Signal wires by layer:
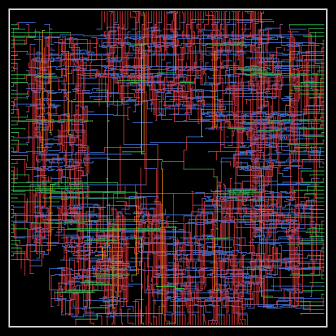
Logic cells by family:
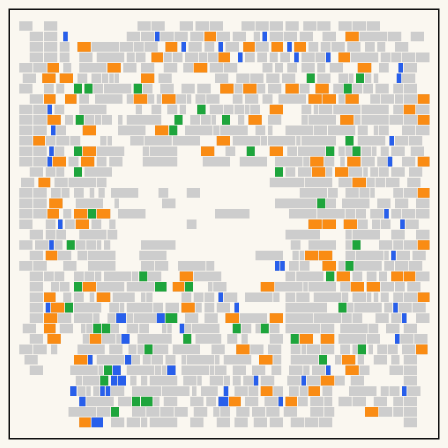
Placement density heat map:
11 x 11 tiles, from white (low) to dark blue (high), 0 to 100% covered.
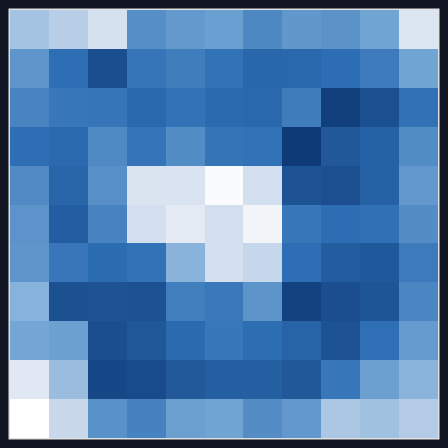
==> config.mk <==
export PLATFORM = sky130hd
export DESIGN_NAME = alu_result_select_pipe_flat
export DESIGN_NICKNAME = d
export VERILOG_FILES = /design/src/rtl/alu_result_select_pipe_if.sv /design/src/rtl/alu_result_select_pipe.sv /design/src/flat_wrapper.sv
export SDC_FILE = /design/constraint.sdc
export NUM_CORES = 1
export LEC_CHECK = 0
export CAP_MARGIN = 5
export CORE_MARGIN = 2
export CORE_UTILIZATION = 45
export DETAILED_ROUTE_END_ITERATION = 16
export PLACE_DENSITY = 0.95
export SYNTH_ARGS = -nofsm -noshare
export SYNTH_HDL_FRONTEND = slang
export SYNTH_SLANG_ARGS = --single-unit
export TNS_END_PERCENT = 5
==> constraint.sdc <==
create_clock -name clock -period 8.7 [get_ports clock]
set_input_delay 1.74 -clock clock [delete_from_list [all_inputs] [get_ports clock]]
set_output_delay 1.74 -clock clock [all_outputs]
set_load 0.1 [all_outputs]
==> Changelog: implementation <==
## Implementation

* Status: complete, no violations
* DR WL/cell at 20.0 µm
* Die Span Y at 112 µm
* Number of enable flip-flop cells at 0
* Antenna diodes at 0
* Final Hold Violating Endpoints at 0
* Root buffer cell: clkbuf_16
* Commonest cells in the synthesized netlist: 78 x dfxtp_1, 43 x a21oi_1, 40 x nand2_1
* Cell row count at 39
* Clock transition at path regs at 0.06 ns
* Max Clock Freq at 177 MHz
* Die W at 112 µm
* Ys flops at 78
* Top cells by area: dfxtp_1 30%, a221o_1 6.3%, a32o_1 6.1%
* RSZ-0062 raised after global routing: false
* Fill count at 864
* # DRC at 0
* Worst path required time at 8.93 ns
* Startpoint Class: primary input
* Dpl ws at 2.84 ns
About 'signal wires by layer':
- blue: M1 (wire length 7340 µm)
- green: M3 (wire length 1560 µm)
- orange: M4 (wire length 692 µm)
- red: M2 (wire length 9920 µm)
vias: 6118
Total GRT Usage: 30.2%
drt total wl: 19500 µm

About 'logic cells by family':
- green: and/or cells (cells 45; where spread over the die)
- blue: nand cells (cells 52; where spread over the die)
- orange: non-inverting ao/oa cells (cells 100; where spread over the die)
dominant logic cell type in the layout: clkdlybuf4s50_1
Comb area share: 42.0%
fin cells: 977

About 'placement density heat map':
- tiles over 75% full: 34%
- emptiest ninth of the die: centre
- fullest tile: 96%
- mean over tiles: 63%
Post-Route Utilization: 70.4%
area of the core: 11400 µm²
fp_density: 45.8%

-- cell families after synthesis --
group / count (synthesis) / synth area share, %
multiplexers: 2 / 0.384
AND/OR/NAND/NOR: 211 / 23.2
adder cells (fa/ha/maj): 5 / 1.63
AND-OR/OR-AND: 254 / 38.4
flip-flops: 78 / 30.0
buffers and inverters: 71 / 6.50
-- layer usage --
| metal | GRT usage [%] | part of all wire (%) |
|---|---|---|
| met3 | 5.66 | 8.0 |
| met1 | 33.4 | 38 |
| met4 | 15.2 | 3.5 |
| met2 | 55.0 | 51 |
| met5 | 0 | 0 |
-- per-stage QoR --
| stage | cell area, µm² | util, % | hold WS [ns] |
|---|---|---|---|
| 3_3_place_gp | 7690 | 67.7 | 0.430 |
| 5_1_grt | 8000 | 70.4 | 0.463 |
| 4_1_cts | 8000 | 70.4 | 0.449 |
| 2_1_floorplan | 5210 | - | 0.423 |
| 3_5_place_dp | 7690 | 67.7 | 0.441 |
| 6_report | 8000 | 70.4 | 0.451 |
-- worst max-delay path: cells and delay by family --
kind            cells  cell delay (ns)
buf+inv             3             0.85
simple gates        2             1.26
fa+ha+maj           3             1.47
compound gates      2             0.52
-- area by class of cell --
class / count / area share (%)
inverter: 9 / 0.422
tap: 143 / 2.24
timing repair buffer: 260 / 32.0
sequential: 78 / 19.5
multi-input combinational: 472 / 42.0
clock buffer: 10 / 2.86
clock inverter: 5 / 0.939
-- power groups by stage --
stage	logic [mW]	clock network (mW)	registers (mW)
finish	0.432	0.387	0.387
global route	0.455	0.409	0.388
CTS	0.430	0.392	0.387
detailed placement	0.426	0	0.394
global placement	0.417	0	0.393
floorplan	0.151	0	0.502
Power figures rest on the tool's default switching activity, not on a simulated workload.
